run_1/placement.png
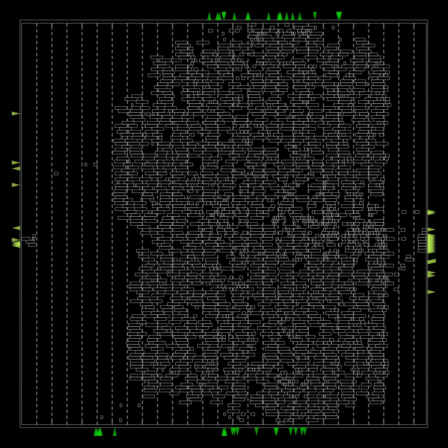
run_1/flops_by_reg.png
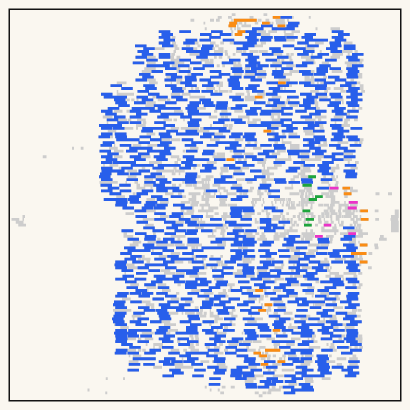
run_1/layer_met3.png
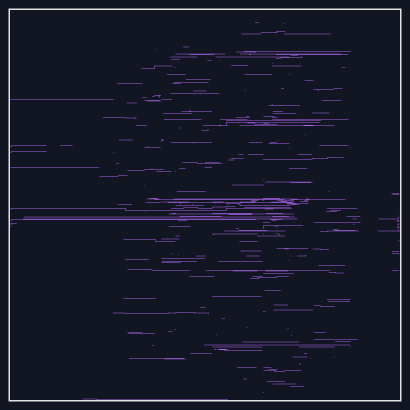
<file path="src/rtl/async_fifo_asym.sv">
// Single-clock FIFO with asymmetric write/read widths over a byte-granular RAM.
//
// Ports:
//   clk           - clock, all logic on the rising edge
//   rst           - synchronous active-high reset (pointers and rd_data cleared)
//   wr_en         - write request, accepted when fifo_full is low
//   wr_data       - write word, MSB unit lands at the lowest RAM address
//   fifo_full     - fewer than WR_IND free RAM units
//   wr_data_count - occupancy in write-width words
//   rd_en         - read request, accepted when fifo_empty is low
//   rd_data       - registered read word, lowest RAM address in the MSBs
//   fifo_empty    - fewer than RD_IND stored RAM units
//   rd_data_count - occupancy in read-width words (floor)
module async_fifo_asym #(
  parameter int unsigned RAM_DEPTH      = 128,
  parameter int unsigned RAM_ADDR_WIDTH = 7,
  parameter int unsigned WR_WIDTH       = 16,
  parameter int unsigned RD_WIDTH       = 32,
  parameter int unsigned WR_IND         = 2,
  parameter int unsigned RD_IND         = 4,
  parameter int unsigned RAM_WIDTH      = 8,
  parameter int unsigned WR_L2          = 1,
  parameter int unsigned RD_L2          = 2,
  parameter int unsigned WR_CNT_WIDTH   = 7,
  parameter int unsigned RD_CNT_WIDTH   = 6,
  parameter int unsigned RAM_RD2WR      = 2
) (
  input  logic                    clk,
  input  logic                    rst,
  input  logic                    wr_en,
  input  logic [WR_WIDTH-1:0]     wr_data,
  output logic                    fifo_full,
  output logic [WR_CNT_WIDTH-1:0] wr_data_count,
  input  logic                    rd_en,
  output logic [RD_WIDTH-1:0]     rd_data,
  output logic                    fifo_empty,
  output logic [RD_CNT_WIDTH-1:0] rd_data_count
);

  localparam int unsigned PtrW = RAM_ADDR_WIDTH + 1;

  // Derived parameters are passed in explicitly; reject inconsistent sets at elaboration.
  if (WR_WIDTH != WR_IND * RAM_WIDTH || RD_WIDTH != RD_IND * RAM_WIDTH ||
      RAM_DEPTH != (32'd1 << RAM_ADDR_WIDTH) || WR_IND != (32'd1 << WR_L2) ||
      RD_IND != (32'd1 << RD_L2) || WR_CNT_WIDTH != PtrW - WR_L2 ||
      RD_CNT_WIDTH != PtrW - RD_L2 ||
      RAM_RD2WR != ((RD_WIDTH > WR_WIDTH) ? RD_WIDTH / WR_WIDTH : 32'd1))
  begin : gen_param_check
    $error("async_fifo_asym: inconsistent parameter set");
  end

  logic [PtrW-1:0]           wr_ptr_q, wr_ptr_d;
  logic [PtrW-1:0]           rd_ptr_q, rd_ptr_d;
  logic [PtrW-1:0]           used;
  logic [RD_WIDTH-1:0]       rd_data_q, rd_data_d;
  logic [RAM_WIDTH-1:0]      mem_q [RAM_DEPTH];
  logic [RAM_ADDR_WIDTH-1:0] wr_addr [WR_IND];
  logic [RAM_ADDR_WIDTH-1:0] rd_addr [RD_IND];
  logic                      wr_accept, rd_accept;

  // Pointers carry one extra bit so used spans 0..RAM_DEPTH without ambiguity.
  assign used          = wr_ptr_q - rd_ptr_q;
  assign fifo_full     = used > PtrW'(RAM_DEPTH - WR_IND);
  assign fifo_empty    = used < PtrW'(RD_IND);
  assign wr_data_count = used[PtrW-1:WR_L2];
  assign rd_data_count = used[PtrW-1:RD_L2];
  assign rd_data       = rd_data_q;

  always_comb begin
    wr_accept = wr_en & ~fifo_full;
    rd_accept = rd_en & ~fifo_empty;
    wr_ptr_d  = wr_ptr_q;
    rd_ptr_d  = rd_ptr_q;
    rd_data_d = rd_data_q;
    if (wr_accept) wr_ptr_d = wr_ptr_q + PtrW'(WR_IND);
    if (rd_accept) rd_ptr_d = rd_ptr_q + PtrW'(RD_IND);
    for (int i = 0; i < WR_IND; i++) begin
      wr_addr[i] = wr_ptr_q[RAM_ADDR_WIDTH-1:0] + RAM_ADDR_WIDTH'(i);
    end
    for (int i = 0; i < RD_IND; i++) begin
      rd_addr[i] = rd_ptr_q[RAM_ADDR_WIDTH-1:0] + RAM_ADDR_WIDTH'(i);
    end
    // Lowest address goes to the MSBs of the read word.
    if (rd_accept) begin
      for (int i = 0; i < RD_IND; i++) begin
        rd_data_d[RD_WIDTH-1-i*RAM_WIDTH -: RAM_WIDTH] = mem_q[rd_addr[i]];
      end
    end
  end

  always_ff @(posedge clk) begin
    if (rst) begin
      wr_ptr_q  <= '0;
      rd_ptr_q  <= '0;
      rd_data_q <= '0;
    end else begin
      wr_ptr_q  <= wr_ptr_d;
      rd_ptr_q  <= rd_ptr_d;
      rd_data_q <= rd_data_d;
    end
  end

  // RAM is never cleared; reset only suppresses the write.
  always_ff @(posedge clk) begin
    if (wr_accept && !rst) begin
      for (int i = 0; i < WR_IND; i++) begin
        mem_q[wr_addr[i]] <= wr_data[WR_WIDTH-1-i*RAM_WIDTH -: RAM_WIDTH];
      end
    end
  end

endmodule

</file>
<file path="config.mk">
export PLATFORM = sky130hd
export DESIGN_NAME = async_fifo_asym
export DESIGN_NICKNAME = d
export VERILOG_FILES = /design/src/rtl/async_fifo_asym.sv
export SDC_FILE = /design/constraint.sdc
export NUM_CORES = 1
export LEC_CHECK = 0
export CORE_UTILIZATION = 30
export DETAILED_ROUTE_END_ITERATION = 16
export PLACE_DENSITY = 0.53
export REMOVE_ABC_BUFFERS = 1
export SYNTH_ARGS = -nofsm -noshare
export SYNTH_HDL_FRONTEND = slang
export SYNTH_SLANG_ARGS = --single-unit
</file>
<file path="constraint.sdc">
create_clock -name clk -period 4.1 [get_ports clk]
set_clock_uncertainty 0.2 [all_clocks]
set_input_delay 1.025 -clock clk [delete_from_list [all_inputs] [get_ports clk]]
set_output_delay 1.025 -clock clk [all_outputs]
set_load 0.05 [all_outputs]
</file>
==> results.cfg, run 1 <==
; physical design summary
[global_route]
antenna_found_initial = 4
grt_pass1_vias = 20900
grt_usage = 0.145
grt_overflow = 0
grt_first_pass_wirelength_mm = 148

[critical_path]
r2r_slack_ns = 0.15
cpMaxStageDelayCell = or3_4
required_ns = 2.87
worstPathMaxFanout = 6
crit_arrival_ns = 2.82
max_stage_delay_ns = 0.42
cp.depth = 10
r2r-end = rd_data[24]$_SDFFE_PP0P_
rr_startpoint = rd_ptr_q[2]$_SDFFE_PP0P_
cpMostUsedCell = inv_4
start_kind = flop
worstSetupEndpointType = primary output
worst-r2r-cell-count = 7
cpLargestDelayFamily = simple AND/OR/NAND/NOR gates
critPathKind = flop to primary output
path_cells = inv_4, ha_4, inv_1, fa_2, and3_4, nor3_2, o221ai_2, or3_4, inv_4, buf_12
cp_num_buf_inv = 4

[clock_network]
numCtsBuffers = 102
clk_pin_slew_ns = 0.07
cts.sink_count = 1069
cts_tree = done
worstSkewPairLatency_ns = 0.69
cts-root-buf = clkbuf_16
ctsLongestPathBuffers = 3

[timing]
report.final.hold_viol_count = 0
rsz0062_at_grt = yes
final_max_slew_viol_count = 0
fin_tns_setup_ns = 0
timing.final.ws_setup_ns = 0.0557
tightest_slew_ns = 1.34
period_used_share = 0.986
setup_violations = 0
fmax_mhz = 247
fin_crit_ns = 4.04
hold_slack_ns = 0.253
slew_headroom = 0.0807

[synthesis]
yosysCellCount = 1999
xor_share = 0.00149
top_area_frac = 0.745
yosys.area_share.adder = 0.00352
common_cells = edfxtp_1, mux4_2, mux2i_1
ys_sh_mux = 0.137
syn-mean-instance-area_um2 = 20.6
syn_inst = 1999
ff_type = edfxtp_1
synth_area_mm2 = 0.0413
most_common_cell = edfxtp_1
async_flop_share = 0
ys_types = 57
yosys_area_mm2 = 0.0413
ys.flops = 1069
logic_family = multiplexers
aoi_share = 0.0493
netlist.top_cell.by_area = edfxtp_1
ys_seq_frac = 0.767
edf_count = 1024
simple_gate_area_frac = 0.0200

[power]
p_leak_nw = 14.8
powerDensity_mw_per_mm2 = 565
peakVddDrop_mv = 0.381
p_total_mw = 27.4

[run_status]
status = finished, final reports clean

[routing]
drtAntennaViolNets = 0
dr.pass1.iters = 5
wl_per_cell_um = 25.0
route.detailed.drc = 0
routed_via_density = 4.99

[cells_and_area]
design_area_mm2 = 0.0485
layout.nets = 2209
drive_gt1_frac = 0.246

[hold_path]
hold_class = flop to flop
min_from = rd_data[30]$_SDFFE_PP0P_
holdPathStages = 2

[placed_design]
pre_cts_slack_ns = 0.192
dp.cells = 3849
dp_hpwl_mm = 59.8
gp_congestion = 0.787
place_area_mm2 = 0.0450

[floorplan]
die_w_um = 373
fp_util = 0.304
die_area_mm2 = 0.139
dieHeight_um = 373

[flow_run]
warnings = 31
## Picture notes: placement.png
final non-filler cell total: 4,046
site row count: 135
core area: 0.136 mm2
final core utilization: 0.357
Seq/total area: 0.653

## Picture notes: flops_by_reg.png
Magenta is rd_ptr_q, sequential cells 6, where middle right. Green is wr_ptr_q, sequential cells 7, where middle right. Orange is rd_data, sequential cells 32. Blue is mem_q, sequential cells 1,024.

## Picture notes: layer_met3.png
The layer holds 6.9% of the routed length. The layer carries 6,980 um of wire.
grt met3 use: 0.0303
via count: 20,200
Routed WL: 101 mm

## run 1: tightest hold or removal path: stages (launching register included)
cell and delay (ns):
dfxtp_1 0.31, nand2_1 0.05, a21oi_1 0.05
## run 1: metal layers
metal,up-vias,share of wire,GRT usage
met2,530,0.47,0.230
met4,8,0.020,0.0438
met3,115,0.069,0.0303
met5,-,0.00056,0
li1,8710,-,-
met1,10800,0.44,0.200
## run 1: worst max path at each step
stage / slack (ns) / endpoint / start
after floorplan: -12.10 / fifo_empty / rd_ptr_q[2]$_SDFFE_PP0P_
after global placement: 0.22 / rd_data[24]$_SDFFE_PP0P_ / rd_ptr_q[2]$_SDFFE_PP0P_
after detailed placement: 0.19 / rd_data[24]$_SDFFE_PP0P_ / rd_ptr_q[2]$_SDFFE_PP0P_
after CTS: -0.004 / fifo_empty / wr_ptr_q[2]$_SDFFE_PP0P_
after global routing: -0.02 / fifo_empty / wr_ptr_q[2]$_SDFFE_PP0P_
final: 0.06 / fifo_empty / wr_ptr_q[2]$_SDFFE_PP0P_
## run 1: power breakdown
group          internal [mW]  switching (mW)  total [mW]
combinational           2.39            3.31        5.70
clock                   5.43            3.99        9.42
sequential              12.2           0.143        12.3
## run 1: registers in the layout, indices dropped and copies added (netlist names)
name / flops
rd_data: 32
mem_q: 1024
rd_ptr_q: 6
wr_ptr_q: 7
## run 1: final cells by class
class | count | area [um2]
diodes | 1 | 2.50
clock buffers | 137 | 2880
clock inverters | 53 | 494
fillers | 12400 | 87500
inverters | 9 | 38.8
multi-input cells | 791 | 8800
flip-flops and latches | 1069 | 31700
well taps | 1781 | 2230
repair buffers | 205 | 2380
## run 1: layout by cell type (no fill, tap or decap), types with 37 or more instances in the layout
master,Yosys,routed
edfxtp_1,1024,1024
mux4_2,195,195
mux2i_1,120,120
clkbuf_16,0,107
buf_4,33,88
a21oi_1,70,70
nor2_1,71,67
buf_12,1,63
nand2_1,47,47
dfxtp_1,45,39
clkdlybuf4s50_1,0,37
## run 1: kinds of logic (layout without fill, tap and decap cells)
family                   after synthesis  in the layout
buffers and inverters                139            404
adder cells (fa/ha/maj)               11             11
AND/OR/NAND/NOR                      179            179
multiplexers                         321            321
XOR/XNOR                               7              7
flip-flops                          1069           1069
AND-OR/OR-AND                        273            273
other                                  0              1
## run 1: timing repair
action                     in CTS  in global routing
gates cloned                    0                  0
resized                        13                  5
pin swaps                       3                  4
setup buffers                   4                  2
setup endpoints to repair       6                  1
run_1/io_fan.png
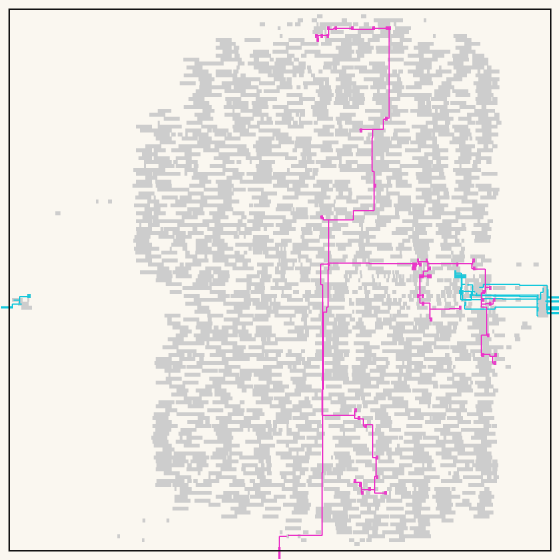

==> inputs of run 2 (changes only) <==
--- a/config.mk
+++ b/config.mk
@@ -5,9 +5,11 @@
 export SDC_FILE = /design/constraint.sdc
 export NUM_CORES = 1
 export LEC_CHECK = 0
-export CORE_UTILIZATION = 30
+export CELL_PAD_IN_SITES_DETAIL_PLACEMENT = 1
+export CELL_PAD_IN_SITES_GLOBAL_PLACEMENT = 1
+export CORE_UTILIZATION = 50
 export DETAILED_ROUTE_END_ITERATION = 16
-export PLACE_DENSITY = 0.53
+export PLACE_DENSITY = 0.83
 export REMOVE_ABC_BUFFERS = 1
 export SYNTH_ARGS = -nofsm -noshare
 export SYNTH_HDL_FRONTEND = slang
run_2/io_fan.png
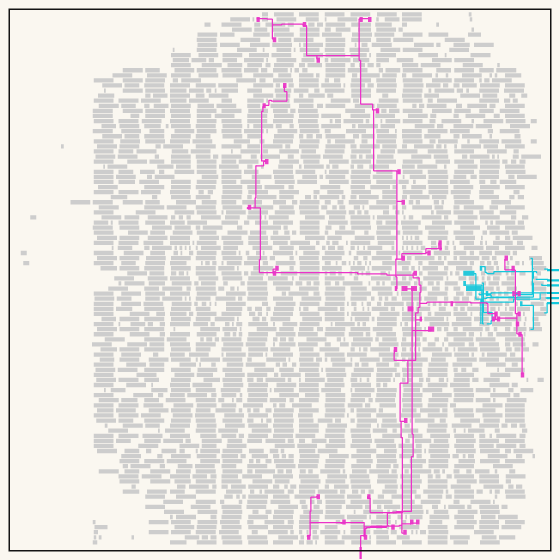
Magenta is rst, direction input, end cells 49, buffers 2, wire 1,130 um. Cyan is rd_data_count, direction output, end cells 6, buffers 7, wire 340 um.

==> run 2 against run 1 <==
Effect of this change: register-to-register slack gained 0.13 ns; flip-flop count is the same; sequential power is essentially flat; via count grew 8.4%; synthesized cell count is the same; total power grew 0.43%; die size shrank 40%; critical path depth is the same; clock power grew 0.5%.
==> results.cfg, run 2 <==
; physical design summary
[run_status]
status = finished, final reports clean

[floorplan]
row_count = 105
fp_util = 0.504
coreArea_mm2 = 0.0818
die_w_um = 289
dieHeight_um = 289
die_area_mm2 = 0.0837
pin_count = 67

[synthesis]
yosys_warnings = 0
ys.flops = 1069
ff_type = edfxtp_1
syn_inst = 1999
yosysCellCount = 1999
ys_types = 57
netlist.top_cell.by_area = edfxtp_1
syn-mean-instance-area_um2 = 20.6
synth_area_mm2 = 0.0413
area_leaders = edfxtp_1, mux4_2, mux2i_1, dfxtp_1, a21oi_1
async_flop_share = 0
common_cells = edfxtp_1, mux4_2, mux2i_1
yosys_area_mm2 = 0.0413
edf_count = 1024
ys_seq_frac = 0.767
top_area_frac = 0.745
most_common_cell = edfxtp_1

[cells_and_area]
drive_gt1_frac = 0.236
largest_register_ffs = 1024
fillers = 6919
layout_top_cell = edfxtp_1
regArea_mm2 = 0.0317
syn2layout_area_growth_pct = 13.3
mi_logic_area_mm2 = 0.00882
finish.utilization = 0.571
lay_top_cells = edfxtp_1, mux4_2, mux2i_1
layout.nets = 2181

[power]
p_sw_mw = 7.78
seqPwrFrac = 0.448
comb_power_share = 0.208
clock_power_share = 0.344
p_leak_nw = 14.5
powerDensity_mw_per_mm2 = 589
p_int_mw = 19.8
switching_share = 0.282
peakVddDrop_mv = 0.481
p_total_mw = 27.5

[routing]
dr.pass1.iters = 5
route.top_layer_used = met5
wl_per_cell_um = 34.9
met3WireLength_mm = 13.2
drtAntennaViolNets = 0
route.detailed.drc = 0
route.met2.wl_mm = 57.2
drt_iter0_drc = 3029
wl_met1_mm = 42.0
drt_wl_total_mm = 115
routed_via_density = 6.62

[critical_path]
r2r_slack_ns = 0.28
worstSetupEndpointType = primary output
rr_startpoint = wr_ptr_q[6]$_SDFFE_PP0P_
path_cells = inv_4, ha_4, inv_1, fa_2, and3_4, nor3_4, o221ai_2, or3_4, inv_2, buf_12
start_kind = flop
max_stage_delay_ns = 0.39
cpMaxStageDelayCell = or3_4
critPathKind = flop to primary output
r2r-end = mem_q[32][2]$_DFFE_PP_
worst-r2r-cell-count = 7
worstPathMaxFanout = 6
crit_arrival_ns = 2.84
required_ns = 2.87

[flow_run]
max-cap-violations = 0
warnings = 35

[timing]
period_used_share = 0.992
fmax_mhz = 246
slew_headroom = 0.00238
fin_tns_setup_ns = 0
fin_crit_ns = 4.07
hold_slack_ns = 0.255
setup_violations = 0
final_max_slew_viol_count = 0
tightest_slew_ns = 1.50
report.final.hold_viol_count = 0

[clock_network]
cts_tree = done
hold_buffers = 0
ctsLongestPathBuffers = 3
clk_pin_slew_ns = 0.07
numCtsBuffers = 99
cts.sink_count = 1069
cts-root-buf = clkbuf_16
cts.htree.levels = 3
worstSkewPairLatency_ns = 0.69

[hold_path]
holdPathStages = 2
min_from = rd_data[22]$_SDFFE_PP0P_
whs_endpoint = rd_data[22]$_SDFFE_PP0P_
hold_class = flop to flop

[global_route]
grt_overflow = 0
grt_max_degree = 117
antenna_found_initial = 5
grt_first_pass_wirelength_mm = 165
grt_pass1_vias = 22700

[placed_design]
dp_hpwl_mm = 62.2
io_buffers = 66
gp_congestion = 0.858
run_2/metal_density.png
29 x 29 tiles, from black (low) to pale yellow (high), scaled to the fullest tile. Values are wire area over tile area, all layers added.
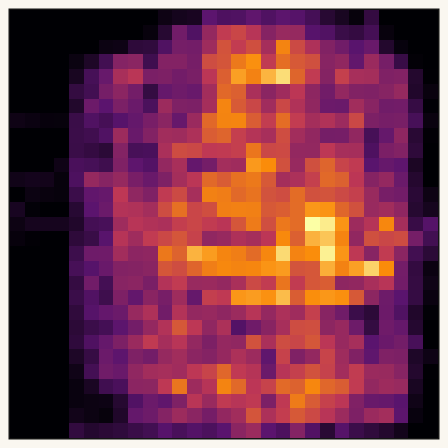
24% of the tiles are over half the peak. The densest ninth of the die: center. 17% of the tiles are nearly empty.
via count: 21,900
Tot GR Track Use: 0.280

==> run 2: cell counts after synthesis <==
Identical to the previous run, type by type.
==> run 2: area by class of cell <==
cell class / instances / area share
Sequential cell: 1069 / 0.677
Timing Repair Buffer: 180 / 0.0343
Clock buffer: 140 / 0.0598
Inverter: 9 / 0.000776
Tap cell: 1070 / 0.0286
Clock inverter: 48 / 0.0108
Antenna cell: 2 / 0.000107
Multi-Input combinational cell: 791 / 0.189
==> run 2: how the worst max path moves through the flow <==
stage                                        start                      to  slack [ns]  cells after the start
after global routing      wr_ptr_q[2]$_SDFFE_PP0P_              fifo_empty       -0.04                     10
after global placement    wr_ptr_q[2]$_SDFFE_PP0P_              fifo_empty        0.44                     10
final                     wr_ptr_q[2]$_SDFFE_PP0P_              fifo_empty        0.03                     10
after floorplan           rd_ptr_q[2]$_SDFFE_PP0P_              fifo_empty      -12.10                      8
after CTS                 wr_ptr_q[2]$_SDFFE_PP0P_              fifo_empty       0.007                     10
after detailed placement  wr_ptr_q[3]$_SDFFE_PP0P_  mem_q[25][1]$_DFFE_PP_        0.33                      8
==> run 2: power by group through the flow <==
stage	sequential, mW	combinational (mW)	clock [mW]
after global routing	12.3	5.96	9.83
after CTS	12.3	5.65	9.52
after detailed placement	12.5	5.47	0
after floorplan	12.8	1.95	0
final	12.3	5.74	9.47
after global placement	12.5	5.29	0
==> run 2: layer usage <==
metal  vias to the layer above  global-route usage
met5                         -                   0
met4                         6              0.0838
met3                       218              0.0651
met2                      1565               0.462
met1                     11500               0.372
li1                       8620                   -
==> run 2: repair_timing <==
action                     4_1_cts  5_1_grt
pin swaps                        3        3
setup buffers                    3        2
setup endpoints to repair        3        1
resized                         13        5
==> run 2: metrics by stage <==
step           setup slack (ns)  std cells  area, um2
3_5_place_dp              0.327       3112      43300
2_1_floorplan            -12.10       1869      40400
4_1_cts                 0.00682       3303      46700
3_3_place_gp              0.436       3112      43300
5_1_grt                 -0.0377       3307      46800
6_report                 0.0308       3309      46800
==> run 2: logic make-up (layout without fill, tap and decap cells) <==
family | after synthesis | after routing | share of synthesized area
AOI/OAI and AO/OA | 273 | 273 | 0.0493
muxes | 321 | 321 | 0.137
and+or+nand+nor | 179 | 179 | 0.0200
DFF | 1069 | 1069 | 0.767
buffers and inverters | 139 | 377 | 0.0218
adders and majority gates | 11 | 11 | 0.00352
xor gates and xnor gates | 7 | 7 | 0.00149
other | 0 | 2 | 0
==> run 2: worst max-delay path, delay by kind of cell (launching register included) <==
family          cells  cell delay (ns)
simple gates        3             0.77
fa+ha+maj           2             0.52
flops               1             0.38
buf+inv             4             0.35
compound gates      1             0.14
Power figures rest on the tool's default switching activity, not on a simulated workload.
